==> src/rtl/rv32i_mem_arbiter.sv <==
// rv32i_mem_arbiter: shares one memory port between the CPU and a secondary master (port B)
// Port B is served by holding the CPU, draining its in-flight reads, then issuing one B access.
module rv32i_mem_arbiter #(
   parameter int MEM_LATENCY    = 1,
   parameter int MIN_CPU_CYCLES = 4
) (
   input  logic        clk,
   input  logic        reset,
   input  logic        cpu_rd,
   input  logic        cpu_wr,
   input  logic [31:0] cpu_addr,
   input  logic [31:0] cpu_wdata,
   input  logic [3:0]  cpu_wr_mask,
   output logic [31:0] cpu_rdata,
   output logic        cpu_hold,
   input  logic        b_req,
   input  logic        b_wr,
   input  logic [31:0] b_addr,
   input  logic [31:0] b_wdata,
   input  logic [3:0]  b_wr_mask,
   output logic        b_ack,
   output logic [31:0] b_rdata,
   output logic        mem_rd,
   output logic        mem_wr,
   output logic [31:0] mem_addr,
   output logic [31:0] mem_wdata,
   output logic [3:0]  mem_wr_mask,
   input  logic [31:0] mem_rdata
);
   localparam int CW = $clog2(MIN_CPU_CYCLES + 2);
   typedef enum logic [1:0] {S_CPU, S_DRAIN, S_ISSUE, S_WAIT} state_t;
   state_t state_q, state_d;
   logic                   cpu_hold_q, cpu_hold_d;
   logic [CW-1:0]          cpu_cnt_q, cpu_cnt_d;
   logic [1:0]             drain_cnt_q, drain_cnt_d;
   logic                   b_wr_q, b_wr_d;
   logic [MEM_LATENCY-1:0] cpu_pipe_q, cpu_pipe_d, b_pipe_q, b_pipe_d;
   logic [31:0]            cpu_data_q, cpu_data_d, b_data_q, b_data_d;
   logic                   fwd, issue, cpu_ret, b_ret;
   always_comb begin
      fwd         = state_q == S_CPU || state_q == S_DRAIN;
      issue       = state_q == S_ISSUE;
      mem_rd      = fwd ? cpu_rd & ~cpu_wr : issue & ~b_wr;
      mem_wr      = fwd ? cpu_wr : issue & b_wr;
      mem_addr    = fwd ? cpu_addr : b_addr;
      mem_wdata   = fwd ? cpu_wdata : b_wdata;
      mem_wr_mask = fwd ? cpu_wr_mask : issue ? b_wr_mask : 4'b0;
      cpu_ret     = cpu_pipe_q[MEM_LATENCY-1];
      b_ret       = b_pipe_q[MEM_LATENCY-1];
      // returning data bypasses the capture register so neither master sees extra latency
      cpu_rdata   = cpu_ret ? mem_rdata : cpu_data_q;
      b_rdata     = b_ret ? mem_rdata : b_data_q;
      b_ack       = state_q == S_WAIT && (b_wr_q || b_ret);
      cpu_hold    = cpu_hold_q;
   end
   always_comb begin
      state_d     = state_q;
      cpu_hold_d  = cpu_hold_q;
      cpu_cnt_d   = cpu_cnt_q;
      drain_cnt_d = drain_cnt_q;
      b_wr_d      = b_wr_q;
      cpu_pipe_d  = (cpu_pipe_q << 1) | MEM_LATENCY'(fwd & cpu_rd & ~cpu_wr);
      b_pipe_d    = (b_pipe_q << 1) | MEM_LATENCY'(issue & ~b_wr);
      cpu_data_d  = cpu_rdata;
      b_data_d    = b_rdata;
      case (state_q)
         S_CPU: begin
            cpu_cnt_d = cpu_cnt_q == CW'(MIN_CPU_CYCLES) ? cpu_cnt_q : cpu_cnt_q + 1'b1;
            if (b_req && cpu_cnt_q == CW'(MIN_CPU_CYCLES)) begin
               state_d     = S_DRAIN;
               cpu_hold_d  = 1'b1;
               drain_cnt_d = 2'd0;
            end
         end
         S_DRAIN: begin
            drain_cnt_d = drain_cnt_q + 2'd1;
            state_d     = drain_cnt_q == 2'(MEM_LATENCY) ? S_ISSUE : S_DRAIN;
         end
         S_ISSUE: begin
            b_wr_d  = b_wr;
            state_d = S_WAIT;
         end
         default: begin
            if (b_ack) begin
               state_d    = S_CPU;
               cpu_hold_d = 1'b0;
               cpu_cnt_d  = '0;
            end
         end
      endcase
   end
   always_ff @(posedge clk) begin
      if (reset) begin
         state_q     <= S_CPU;
         cpu_hold_q  <= 1'b0;
         cpu_cnt_q   <= CW'(MIN_CPU_CYCLES);
         drain_cnt_q <= 2'd0;
         b_wr_q      <= 1'b0;
         cpu_pipe_q  <= '0;
         b_pipe_q    <= '0;
         cpu_data_q  <= '0;
         b_data_q    <= '0;
      end else begin
         state_q     <= state_d;
         cpu_hold_q  <= cpu_hold_d;
         cpu_cnt_q   <= cpu_cnt_d;
         drain_cnt_q <= drain_cnt_d;
         b_wr_q      <= b_wr_d;
         cpu_pipe_q  <= cpu_pipe_d;
         b_pipe_q    <= b_pipe_d;
         cpu_data_q  <= cpu_data_d;
         b_data_q    <= b_data_d;
      end
   end
endmodule
==> config.mk <==
export PLATFORM = sky130hd
export DESIGN_NAME = rv32i_mem_arbiter
export DESIGN_NICKNAME = d
export VERILOG_FILES = /design/src/rtl/rv32i_mem_arbiter.sv
export SDC_FILE = /design/constraint.sdc
export NUM_CORES = 1
export LEC_CHECK = 0
export CAP_MARGIN = 20
export CELL_PAD_IN_SITES_DETAIL_PLACEMENT = 1
export CELL_PAD_IN_SITES_GLOBAL_PLACEMENT = 1
export CORE_MARGIN = 3
export CORE_UTILIZATION = 24
export DETAILED_ROUTE_END_ITERATION = 16
export PLACE_DENSITY_LB_ADDON = 0.1
export RECOVER_POWER = 100
export SYNTH_ARGS = -nofsm -noshare
export SYNTH_HDL_FRONTEND = slang
export SYNTH_SLANG_ARGS = --single-unit
==> constraint.sdc <==
create_clock -name clk -period 4.6 [get_ports clk]
set_input_delay 0.92 -clock clk [delete_from_list [all_inputs] [get_ports clk]]
set_output_delay 0.92 -clock clk [all_outputs]
set_load 0.01 [all_outputs]
Fig. 1: run 1, wiring by layer
Drawn at 3 px/µm. Two of the layers only.
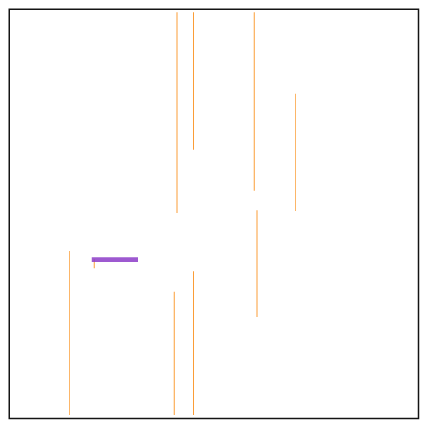
| colour | layer | wire length |
|---|---|---|
| purple | met5 | 13.8 µm |
| orange | met4 | 391 µm |

Fig. 2: run 1, M1 wires
Drawn at 3 px/µm. Supply wires on this layer in grey.
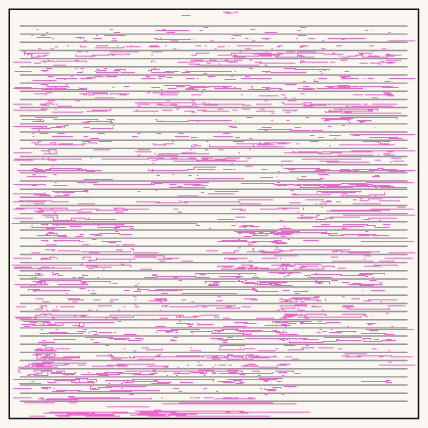
longest straight run: 61.4 µm
nets with wire on the layer: 855
wire length on this layer: 6770 µm
main direction: horizontal

Fig. 3: run 1, logic cells by family
Drawn at 3 px/µm.
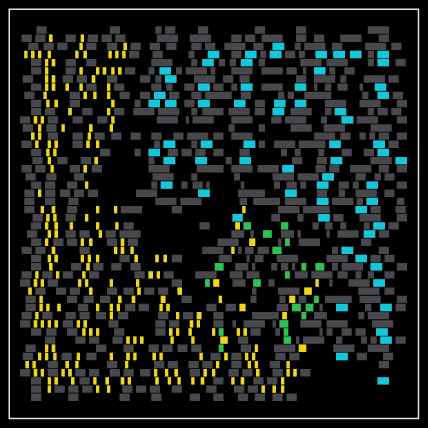
| colour | family | cells | most used |
|---|---|---|---|
| green | inverting AOI/OAI gates | 20 | a21oi_1 |
| cyan | multiplexers | 65 | mux2_1 |
| yellow | NAND gates | 218 | nand2_1 |
logic share of the area: 0.309
final cell count without fillers: 1024
top logic cell by instance count in the layout: sky130_fd_sc_hd__nand2_1

==> ci_impl_report.md, run 1 <==
## Synthesis and layout report

| Metric | Value |
|---|---|
| Floorplan die width | 136 µm |
| Post-Route Skew | 2.86 ps |
| Placeable core region | 16200 µm² |
| Pwr/cell area | 378 nW/µm² |
| Die Y | 136 µm |
| Total Wirelength | 18900 µm |
| CTS tree | yes |
| Total I/O pin count | 310 |
| Unique masters post-synth | 41 |
| Fraction of final layout cells sized beyond drive strength 1 | 0.0656 |
| Yosys reg bits | 75 |
| H-tree levels | 3 |
| HPWL reported at the end of detailed placement | 15800 µm |
| Number of buffers between clock root and the deepest sink | 2 |
| Final tally of setup violations | 0 |
| Leak pwr | 0.00344 µW |
| Required time of the critical path | 3680 ps |
| Largest net degree at the start of global routing | 47 |
| Final net count | 987 |
| Yosys synthesis chip area | 4050 µm² |
| Final design utilization | 0.467 |
| Min Hold Slack | 487 ps |
| Vias in the first global route | 4901 |
| Highest-count cells in the layout ignoring fill and taps | 205 x sky130_fd_sc_hd__nand2_1, 191 x sky130_fd_sc_hd__clkdlybuf4s50_1, 118 x sky130_fd_sc_hd__dlygate4sd3_1 |
| Register share after synthesis | 0.371 |
| Worst-margin pin slew | 1460 ps |
| Endpoint type of the worst setup path | primary output |
| Chip footprint | 18500 µm² |
| Number of standard cells after synthesis | 509 |
| Iteration tally of the first detailed-router pass | 4 |
| Top achievable clock speed | 0.244 GHz |
| Commonest flop | sky130_fd_sc_hd__dfxtp_1 |
| Number of CTS-inserted buffers | 9 |
| Clock edge transition at the registers on the reported setup and hold paths | 60 ps |
| Number of gates resized after CTS | 0 |
| Status | finished, final reports clean |
| Port bufs | 309 |
| Total placed instance area | 7340 µm² |
| Final critical-path required period | 4110 ps |
| Maximum Capacitance Violations | 0 |
| Share of flip-flops with an asynchronous set or reset | 0 |
| Global-route wire length before repair | 27800 µm |
| Flip-flops with a built-in enable | 0 |
| Number of antenna diodes | 0 |
| Worst-case setup slack after placement | 1040 ps |
| Number of rows created at floorplan | 46 |
| Routed len/inst | 18.5 µm |
| Overall Global Routing Usage | 0.198 |
| WS Path Type | register to primary output |
| Final period utilization | 0.892 |
| Launching element type of the critical path | register |
| Relative slew margins | 0.0275 |
| Detailed-route via count | 4472 |
| Average via count per standard cell | 4.37 |
| Post-placement cell count | 1009 |
| Path type of the worst min-delay path | register to register |
| Number of cells in Yosys stat | 509 |
| Syn nets | 692 |
| Starting Density | 0.250 |
| Combined area of all synthesized cells | 4050 µm² |
| Largest voltage drop on the vdd net | 0.164 mV |
| Antenna violations before repair | 1 |
| CP Data Arrival Time | 3190 ps |
| Later-pin clock latency in the skew report | 330 ps |
| Crit-path max FO | 22 |
| Final Total Pwr | 2850 µW |
| Aggregate global routing overflow | 0 |
run 1: cell type report:
type | instances | area, µm²
clock inverters | 4 | 28.8
inverters | 8 | 30.0
well taps | 216 | 270
multi-input cells | 394 | 2340
repair buffers | 316 | 3160
flip-flops and latches | 75 | 1500
fillers | 1868 | 8620
clock buffers | 11 | 233
run 1: logic make-up after synthesis:
logic type | synth area share
AND/OR/NAND/NOR | 0.330
flip-flops | 0.371
multiplexers | 0.180
buffers and inverters | 0.0513
AND-OR/OR-AND | 0.0371
adder cells (fa/ha/maj) | 0.0278
XOR/XNOR | 0.00216
run 1: worst paths after layout:
kind | startpoint | to | slack [ps] | cells past startpoint
worst max-delay path | b_pipe_q$_SDFF_PP0_ | b_rdata[0] | 490 | 3
worst min-delay path | b_wr_q$_SDFFE_PP0N_ | b_wr_q$_SDFFE_PP0N_ | 490 | 2
worst max register to register | b_pipe_q$_SDFF_PP0_ | state_q[0]$_SDFFE_PP0P_ | 1890 | 4
worst min register to register | b_wr_q$_SDFFE_PP0N_ | b_wr_q$_SDFFE_PP0N_ | 490 | 2
run 1: where the power goes:
group	internal, µW	switching [µW]
combinational	734	781
clock	362	262
sequential	686	28.9
total	1780	1070
run 1: critical path, stage by stage (launching register included):
cell and delay (ps):
sky130_fd_sc_hd__dfxtp_1 670, sky130_fd_sc_hd__clkbuf_1 1110, sky130_fd_sc_hd__mux2_2 440, sky130_fd_sc_hd__dlygate4sd3_1 610
run 1: registers in the layout, summed over array words and instances (netlist names):
register and count:
state_q 2, drain_cnt_q 2, cpu_cnt_q 3, b_data_q 32
b_pipe_q 1, cpu_data_q 32, cpu_hold 1, cpu_pipe_q 1
b_wr_q 1
run 1: routing by layer:
metal  routed length [µm]  vias up  part of all wire  global-route usage
met1                 6770     2062              0.36               0.202
li1                     -     2214                 -                   -
met5                   13        -           0.00069                   0
met2                10300      173              0.54               0.379
met3                 1480       21             0.078              0.0725
met4                  391        2             0.021              0.0538
run 1: Yosys cell counts, types with 2 or more instances:
master                     count  area, µm²
sky130_fd_sc_hd__inv_1         7       26.3
sky130_fd_sc_hd__and2_1       38        238
sky130_fd_sc_hd__mux2_1        3       33.8
sky130_fd_sc_hd__nand3_1       6       30.0
sky130_fd_sc_hd__o21ai_0       2       10.0
sky130_fd_sc_hd__or2_2         2       12.5
sky130_fd_sc_hd__nor2b_1      27        169
sky130_fd_sc_hd__mux2_2       61        687
sky130_fd_sc_hd__a21oi_1       6       30.0
sky130_fd_sc_hd__nand2b_1      4       25.0
sky130_fd_sc_hd__nand3b_1      3       22.5
sky130_fd_sc_hd__ha_1          9        113
sky130_fd_sc_hd__dfxtp_1      75       1500
sky130_fd_sc_hd__nor3_1        2       10.0
sky130_fd_sc_hd__buf_2        13       65.1
sky130_fd_sc_hd__buf_6         3       33.8
sky130_fd_sc_hd__o211ai_1      2       15.0
sky130_fd_sc_hd__nor2_1        6       22.5
sky130_fd_sc_hd__o221ai_1      2       17.5
sky130_fd_sc_hd__clkbuf_1     12       45.0
sky130_fd_sc_hd__nand2_1     205        769
sky130_fd_sc_hd__buf_4         2       15.0
Fig. 4: run 1, zoomed window
Window x 53 to 83, y 80 to 110 µm. Cells in grey, sequential cells in the stronger grey; small squares are vias.
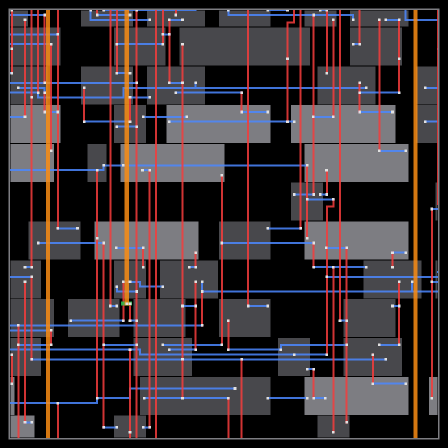

==> run 2, diff against run 1 <==
==> constraint.sdc (replaced) <==
create_clock -name clk -period 4.6 [get_ports clk]
set_input_delay 0.46 -clock clk [delete_from_list [all_inputs] [get_ports clk]]
set_output_delay 0.46 -clock clk [all_outputs]
set_load 0.01 [all_outputs]
Fig. 5: run 2, zoomed window
Window x 53 to 83, y 80 to 110 µm. Cells in grey, sequential cells in the stronger grey; small squares are vias.
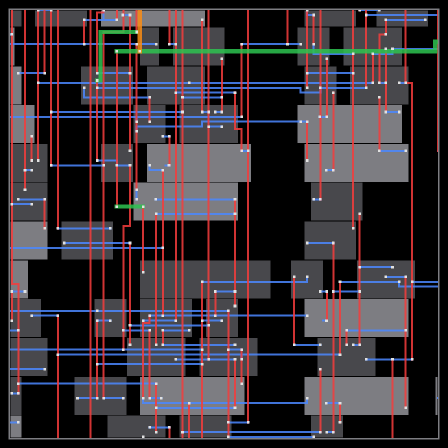
| colour | layer |
|---|---|
| blue | met1 |
| red | met2 |
| orange | met4 |
| green | met3 |
most frequent: mux2_1 (9), clkdlybuf4s50_1 (9), dfxtp_1 (7)
sequential cells in the window: 7
netlist names of flops here include: `cpu_data_q` (4), `b_data_q` (3)
cells with their middle in the window: 38

Fig. 6: run 2, wiring by layer
Drawn at 3 px/µm. Two of the layers only.
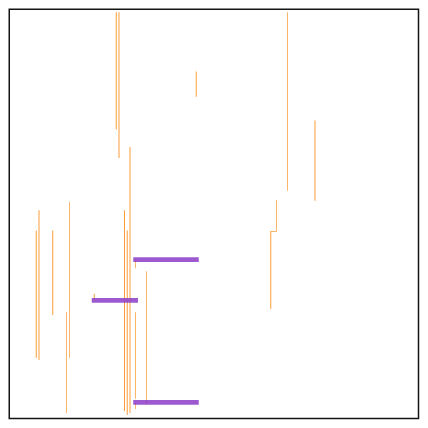
| colour | layer | wire length |
|---|---|---|
| purple | met5 | 54.3 µm |
| orange | met4 | 719 µm |

==> run 2 against run 1 <==
Effect of this change: the flow now finishes with violations (capacitance limit, slew limit); synthesized cell count is the same; register-to-register slack lost 160 ps; clock skew grew 2.6 ps; utilization grew 0.46 points; critical path depth grew 4; critical path type unchanged; critical endpoint is now mem_wdata[2].
==> ci_impl_report.md, run 2 <==
## Synthesis and layout report

| Metric | Value |
|---|---|
| Status | finished, violations left |
| Violations in the final reports | capacitance limit, slew limit |
| Final cell count without fillers | 1025 |
| Cell depth of the worst min-delay path | 2 |
| Largest delay share family, worst path | buffers and inverters |
| Final critical-path required period | 3850 ps |
| Final net count | 987 |
| Area growth from synthesis to layout | 88.5% |
| Cell with the most instances after synthesis | sky130_fd_sc_hd__nand2_1 |
| Reg2Reg Depth | 4 |
| Worst path cell trace | inv_1 -> ha_1 -> nor2_2 -> buf_4 -> nand2_1 -> nand2_1 -> dlygate4sd3_1 |
| Setup repair after global routing missed its margin | false |
| Highest-count cells in the layout ignoring fill and taps | 219 x sky130_fd_sc_hd__clkdlybuf4s50_1, 205 x sky130_fd_sc_hd__nand2_1, 90 x sky130_fd_sc_hd__dlygate4sd3_1 |
| Worst-margin pin slew | 2250 ps |
| Total I/O pin count | 310 |
| Top Registers | b_data_q x32, cpu_data_q x32, cpu_cnt_q x3 |
| Iteration tally of the first detailed-router pass | 4 |
| Hold buffer count at cts | 0 |
| Largest net degree at the start of global routing | 73 |
| HPWL reported at the end of detailed placement | 15800 µm |
| Final estimated routing congestion in global placement | 0.909 |
| Vias in the first global route | 4961 |
| Starting DRC count in detailed routing | 111 |
| Share of flip-flops with an asynchronous set or reset | 0 |
| Pwr/cell area | 398 nW/µm² |
| Placeable core region | 16200 µm² |
| Post-CTS setup buffers | 0 |
| Detailed-route via count | 4588 |
| Syn nets | 692 |
| Min Hold Slack | 490 ps |
| Number of cells in Yosys stat | 509 |
| Cell type with the largest total area | sky130_fd_sc_hd__dfxtp_1 |
| Floorplan die width | 136 µm |
| Pins Over Slew Limit | 106 |
| Post-Route Skew | 5.45 ps |
| Commonest flop | sky130_fd_sc_hd__dfxtp_1 |
| Critical Path Sink | mem_wdata[2] |
| Root buffer cell | sky130_fd_sc_hd__clkbuf_16 |
| Leak pwr | 0.00342 µW |
| Routed len/inst | 18.7 µm |
| Number of buffers between clock root and the deepest sink | 2 |
| Total Wirelength | 19200 µm |
| Total negative slack | 0 ps |
| Unique masters post-synth | 41 |
| Number of rows created at floorplan | 46 |
| Most numerous cell types in the synthesized netlist | 205 x sky130_fd_sc_hd__nand2_1, 75 x sky130_fd_sc_hd__dfxtp_1, 61 x sky130_fd_sc_hd__mux2_2 |
| Endpoint type of the worst setup path | primary output |
| Final period utilization | 0.836 |
| Cell at the slowest stage of the critical path | sky130_fd_sc_hd__nor2_2 |
| H-tree levels | 3 |
| Cell type with the highest occurrence count on the critical path | sky130_fd_sc_hd__nand2_1 |
| Antenna violations before repair | 3 |
| Die Y | 136 µm |
| Clock sink count | 75 |
| Yosys reg bits | 75 |
| Launching element type of the critical path | register |
| Port bufs | 309 |
| Required time of the critical path | 4140 ps |
| Top logic cell by instance count in the layout | sky130_fd_sc_hd__clkdlybuf4s50_1 |
| Crit-path max FO | 28 |
| Average via count per standard cell | 4.48 |
| Largest voltage drop on the vdd net | 0.158 mV |
| Post-placement cell count | 1009 |
| FF-to-FF setup slack | 1730 ps |
| Yosys synthesis chip area | 4050 µm² |
| Fraction of final layout cells sized beyond drive strength 1 | 0.0593 |
| Number of standard cells after synthesis | 509 |
| Count of warning messages emitted by the tools | 32 |
| Number of CTS-inserted buffers | 9 |
| Path type of the worst min-delay path | register to register |
| Sum of buffers and inverters on the critical path | 3 |
| Number of gates resized after CTS | 0 |
| Tally of nets with antenna violations remaining after routing | 0 |
| Peak per-stage delay on the critical path | 900 ps |
| CTS tree | yes |
| Global-route wire length before repair | 27800 µm |
| Flip-flops with a built-in enable | 0 |
| Aggregate global routing overflow | 0 |
| Critical R2R Capture | state_q[0]$_SDFFE_PP0P_ |
| Detailed-route DRC error count | 0 |
| Later-pin clock latency in the skew report | 330 ps |
| Mean Syn Cell Area | 7.95 µm² |
| Top area cells in the synthesized netlist | sky130_fd_sc_hd__dfxtp_1 37%, sky130_fd_sc_hd__nand2_1 19%, sky130_fd_sc_hd__mux2_2 17% |
| Clock edge transition at the registers on the reported setup and hold paths | 60 ps |
| Maximum Capacitance Violations | 3 |
| Count of final hold-check violations | 0 |
| Combined area of all synthesized cells | 4050 µm² |
| Register share after synthesis | 0.371 |
| Top achievable clock speed | 0.260 GHz |
| Final tally of setup violations | 0 |
| Crit. path cell count | 7 |
| Top-area cell type share of the netlist area | 0.371 |
| Starting Density | 0.250 |
| Chip footprint | 18500 µm² |
| Relative slew margins | -0.501 |
| Reg-to-reg startpoint | b_pipe_q$_SDFF_PP0_ |
| WS Path Type | register to primary output |
| Ys Warns | 0 |
| CP Data Arrival Time | 3390 ps |
| Worst setup path startpoint | state_q[1]$_SDFFE_PP0P_ |
| Number of antenna diodes | 0 |
Fig. 7: run 2, routing congestion
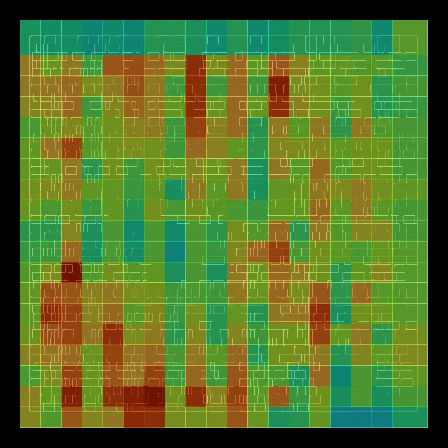
final design utilization: 0.472
Overall Global Routing Usage: 0.200
routing usage on met3: 0.0770

[run 2: cell types whose count changed in the layout (fill, tap and decap cells not counted), sizes merged, moves of 2 or more]
cell	change
bufinv	+3
clkbuf	-2
clkdlybuf4s50	+28
clkinvlp	-2
dlygate4sd3	-28
[run 2: worst min path at each step]
stage                                              to                         from
final                             b_wr_q$_SDFFE_PP0N_          b_wr_q$_SDFFE_PP0N_
after global routing              b_wr_q$_SDFFE_PP0N_          b_wr_q$_SDFFE_PP0N_
after CTS                         b_wr_q$_SDFFE_PP0N_          b_wr_q$_SDFFE_PP0N_
after detailed placement  drain_cnt_q[1]$_SDFFE_PP0P_  drain_cnt_q[1]$_SDFFE_PP0P_
after global placement    drain_cnt_q[1]$_SDFFE_PP0P_  drain_cnt_q[1]$_SDFFE_PP0P_
after floorplan           drain_cnt_q[1]$_SDFFE_PP0P_  drain_cnt_q[1]$_SDFFE_PP0P_
[run 2: tightest hold or removal path: cells and delay by family (launching register included)]
family	cells	cell delay, ps
DFF	1	320
and+or+nand+nor	1	70
AOI/OAI and AO/OA	1	60
[run 2: layout make-up]
type	instances	area, µm²
Fill cell	1881	8540
Timing Repair Buffer	316	3150
Multi-Input combinational cell	394	2330
Sequential cell	75	1500
Tap cell	216	270
Clock buffer	10	229
Clock inverter	6	113
Inverter	8	30.0
[run 2: cells by family (layout without fill, tap and decap cells)]
family	count (synthesis)	in the layout	synth area share
compound gates	21	21	0.0371
xor+xnor	1	1	0.00216
fa+ha+maj	9	9	0.0278
buf+inv	40	340	0.0513
flops	75	75	0.371
mux	65	65	0.180
simple gates	298	298	0.330
[run 2: report_power, final]
group	switching [µW]	internal (µW)	total, µW	leakage, µW
Sequential	21.9	686	707	0.000607
Clock	272	532	804	0.000167
Combinational	797	725	1520	0.00265
Total	1090	1940	3030	0.00342
[run 2: per-layer routing]
metal | wire, µm | global-route usage | vias to the layer above
li1 | - | - | 2215
met1 | 6470 | 0.190 | 2133
met2 | 10300 | 0.380 | 195
met3 | 1660 | 0.0770 | 39
met4 | 719 | 0.0845 | 6
met5 | 54 | 0 | -
[run 2: metrics by stage]
step                      area [µm²]   util  worst slack, ps  total power (µW)
after global routing            7630  0.472              472              3230
after detailed placement        7310  0.452             1470              2380
after CTS                       7650  0.473             1110              3200
final                           7630  0.472              752              3030
after floorplan                 4050      -             2590              1470
after global placement          7280  0.450             1580              2350
Fig. 8: run 2, logic cells by family
Drawn at 3 px/µm.
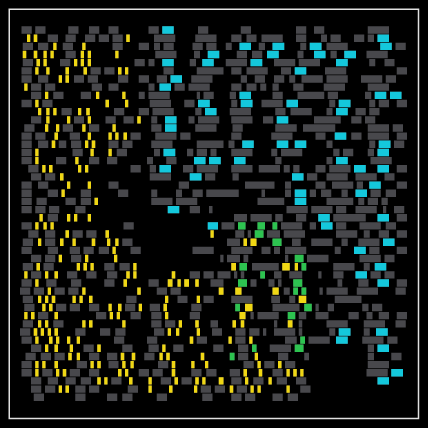

==> run 3, diff against run 2 <==
Settings changed: CORE_UTILIZATION 24 to 23.
Clock period 4.6 ns to 3.6 ns, I/O delays scaled along.
Fig. 9: run 3, logic cells by family
Drawn at 3 px/µm.
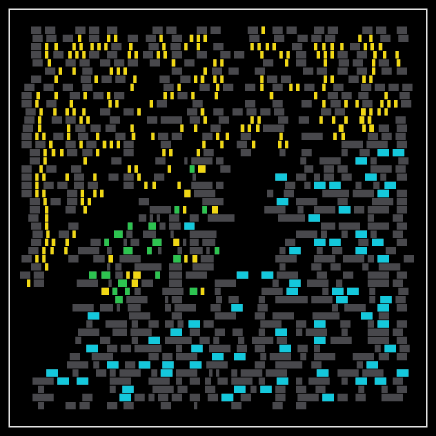
| colour | family | cells | most used |
|---|---|---|---|
| green | inverting AOI/OAI gates | 20 | a21oi_1 |
| cyan | multiplexers | 65 | mux2_2 |
| yellow | NAND gates | 218 | nand2_1 |
final cell count without fillers: 1028
logic share of the area: 0.307

Fig. 10: run 3, routing congestion
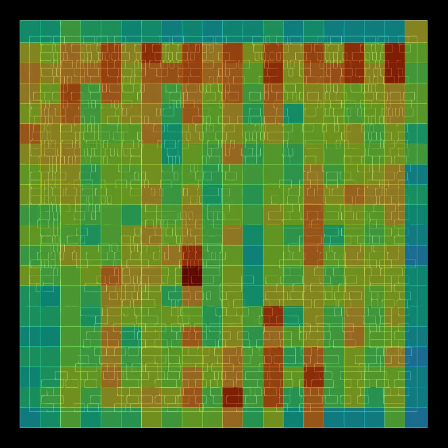
met2 demand-to-capacity share in global routing: 0.351
GR peak layer: met2
routing usage on met1: 0.196
Overall Global Routing Usage: 0.182
routing usage on met3: 0.0552

==> run 3 against run 2 <==
Effect of this change: the flow still finishes with violations (capacitance limit, slew limit); combinational power up 26%; area after synthesis unchanged; clock-buffer cell count rose by 1; utilization decreased by 2.1 points; register-to-register slack worse by 50 ps; critical path type unchanged.
==> ci_impl_report.md, run 3 <==
## Synthesis and layout report

| Metric | Value |
|---|---|
| Part of the power in the clock network | 0.253 |
| Total Wirelength | 18300 µm |
| Sequential group share of total power | 0.239 |
| Share of flip-flops with an asynchronous set or reset | 0 |
| WS Path Type | register to primary output |
| CP Data Arrival Time | 2950 ps |
| Post-CTS setup buffers | 0 |
| Cell type with the largest total area | sky130_fd_sc_hd__dfxtp_1 |
| Crit-path max FO | 49 |
| Number of standard cells after synthesis | 509 |
| Detailed-route DRC error count | 0 |
| Clock edge transition at the registers on the reported setup and hold paths | 60 ps |
| Final critical-path required period | 3310 ps |
| Number of rows created at floorplan | 47 |
| Cell at the slowest stage of the critical path | sky130_fd_sc_hd__dlygate4sd3_1 |
| Number of filler instances in the final layout | 2004 |
| Pins Over Slew Limit | 38 |
| Status | finished, violations left |
| Final tally of setup violations | 0 |
| Placeable core region | 16900 µm² |
| Worst-margin pin slew | 1870 ps |
| Routed len/inst | 17.8 µm |
| Flop area | 1500 µm² |
| Number of CTS-inserted buffers | 9 |
| Violations in the final reports | capacitance limit, slew limit |
| Internal power component | 2400 µW |
| Endpoint type of the worst setup path | primary output |
| Top achievable clock speed | 0.302 GHz |
| Tally of nets with antenna violations remaining after routing | 0 |
| Largest net degree at the start of global routing | 70 |
| CTS tree | yes |
| Post-Route Skew | 7.74 ps |
| Detailed-route via count | 4459 |
| Yosys reg bits | 75 |
| Required time of the critical path | 3240 ps |
| Aggregate global routing overflow | 0 |
| Comb area | 2330 µm² |
| Commonest flop | sky130_fd_sc_hd__dfxtp_1 |
| Top logic cell by instance count in the layout | sky130_fd_sc_hd__nand2_1 |
| Top Registers | b_data_q x32, cpu_data_q x32, cpu_cnt_q x3 |
| Cell type with the highest occurrence count on the critical path | sky130_fd_sc_hd__nand2_1 |
| Hold buffer count at cts | 0 |
| Floorplan die width | 139 µm |
| Top area cells in the synthesized netlist | sky130_fd_sc_hd__dfxtp_1 37%, sky130_fd_sc_hd__nand2_1 19%, sky130_fd_sc_hd__mux2_2 17% |
| Count of final hold-check violations | 0 |
| Min Hold Slack | 477 ps |
| Pwr/cell area | 497 nW/µm² |
| Top-area cell type share of the netlist area | 0.371 |
| Launching element type of the critical path | register |
| Port bufs | 309 |
| Ys Warns | 0 |
| Switching share of power | 0.366 |
| Starting DRC count in detailed routing | 175 |
| Final period utilization | 0.919 |
| Maximum Capacitance Violations | 1 |
| Most numerous cell types in the synthesized netlist | 205 x sky130_fd_sc_hd__nand2_1, 75 x sky130_fd_sc_hd__dfxtp_1, 61 x sky130_fd_sc_hd__mux2_2 |
| Later-pin clock latency in the skew report | 340 ps |
| HPWL reported at the end of detailed placement | 14700 µm |
| Number of cells in Yosys stat | 509 |
| Post-placement cell count | 1012 |
| Fraction of power consumed by combinational cells | 0.508 |
| Setup repair after global routing missed its margin | false |
| Fraction of final layout cells sized beyond drive strength 1 | 0.0780 |
| Starting Density | 0.240 |
| Total I/O pin count | 310 |
Fig. 11: run 3, zoomed window
Window x 54 to 84, y 82 to 112 µm. Cells in grey, sequential cells in the stronger grey; small squares are vias.
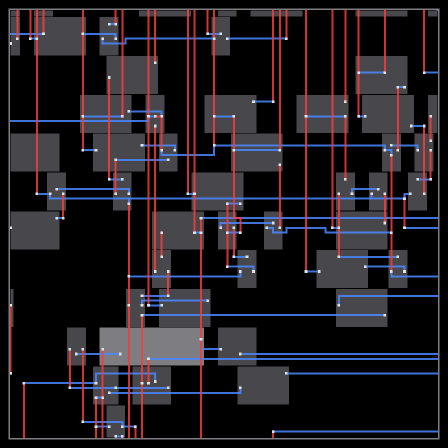
| colour | layer |
|---|---|
| blue | met1 |
| red | met2 |
most frequent: nand2_1 (18), clkdlybuf4s50_1 (12), dlygate4sd3_1 (5)
cells with their middle in the window: 41
netlist names of flops here include: `cpu_pipe_q` (1)
sequential cells in the window: 1

[run 3: kinds of logic after synthesis]
family / Yosys count / share of synthesized area
mux: 65 / 0.180
buf+inv: 40 / 0.0513
fa+ha+maj: 9 / 0.0278
flops: 75 / 0.371
simple gates: 298 / 0.330
compound gates: 21 / 0.0371
xor+xnor: 1 / 0.00216
[run 3: power groups by stage]
stage / clock, µW / sequential, µW / combinational (µW)
2_1_floorplan: 0 / 916 / 957
3_3_place_gp: 0 / 917 / 2070
3_5_place_dp: 0 / 922 / 2100
4_1_cts: 989 / 903 / 2110
5_1_grt: 1030 / 908 / 2110
6_report: 958 / 903 / 1920
[run 3: layout make-up]
| type | count | share of cell area |
|---|---|---|
| repair buffers | 315 | 0.414 |
| multi-input cells | 394 | 0.307 |
| flip-flops and latches | 75 | 0.197 |
| well taps | 220 | 0.0361 |
| clock buffers | 11 | 0.0332 |
| clock inverters | 5 | 0.00887 |
| inverters | 8 | 0.00394 |
[run 3: worst register-to-register path, stage by stage, from the launching register on]
cell and delay (ps):
sky130_fd_sc_hd__dfxtp_1 480, sky130_fd_sc_hd__inv_1 110, sky130_fd_sc_hd__ha_1 350, sky130_fd_sc_hd__or2_2 560, sky130_fd_sc_hd__nand3b_1 190, sky130_fd_sc_hd__nor2_1 50
[run 3: final timing paths]
path                                 from                     to  slack (ps)  depth (start not counted)
setup / recovery  state_q[0]$_SDFFE_PP0P_           mem_wdata[7]         290                          7
hold / removal        b_wr_q$_SDFFE_PP0N_    b_wr_q$_SDFFE_PP0N_         480                          2
setup reg to reg  state_q[1]$_SDFFE_PP0P_  cpu_pipe_q$_SDFF_PP0_        1680                          5
hold reg to reg       b_wr_q$_SDFFE_PP0N_    b_wr_q$_SDFFE_PP0N_         480                          2
[run 3: per-layer routing]
layer / wire length, µm / GRT usage / vias up
li1: - / - / 2208
met1: 6980 / 0.196 / 2108
met2: 10000 / 0.351 / 130
met3: 1130 / 0.0552 / 13
met4: 184 / 0.0350 / 0
met5: 0 / 0 / -
[run 3: stage by stage]
| stage | utilization | setup slack, ps | power, µW | instance area (µm²) |
|---|---|---|---|---|
| after floorplan | - | 1690 | 1870 | 4050 |
| after global placement | 0.433 | 766 | 2980 | 7310 |
| after detailed placement | 0.435 | 685 | 3020 | 7330 |
| after CTS | 0.454 | 305 | 4010 | 7650 |
| after global routing | 0.451 | 92.1 | 4050 | 7620 |
| final | 0.451 | 292 | 3780 | 7620 |
No activity file was given, so power comes from the tool's default toggle rates.
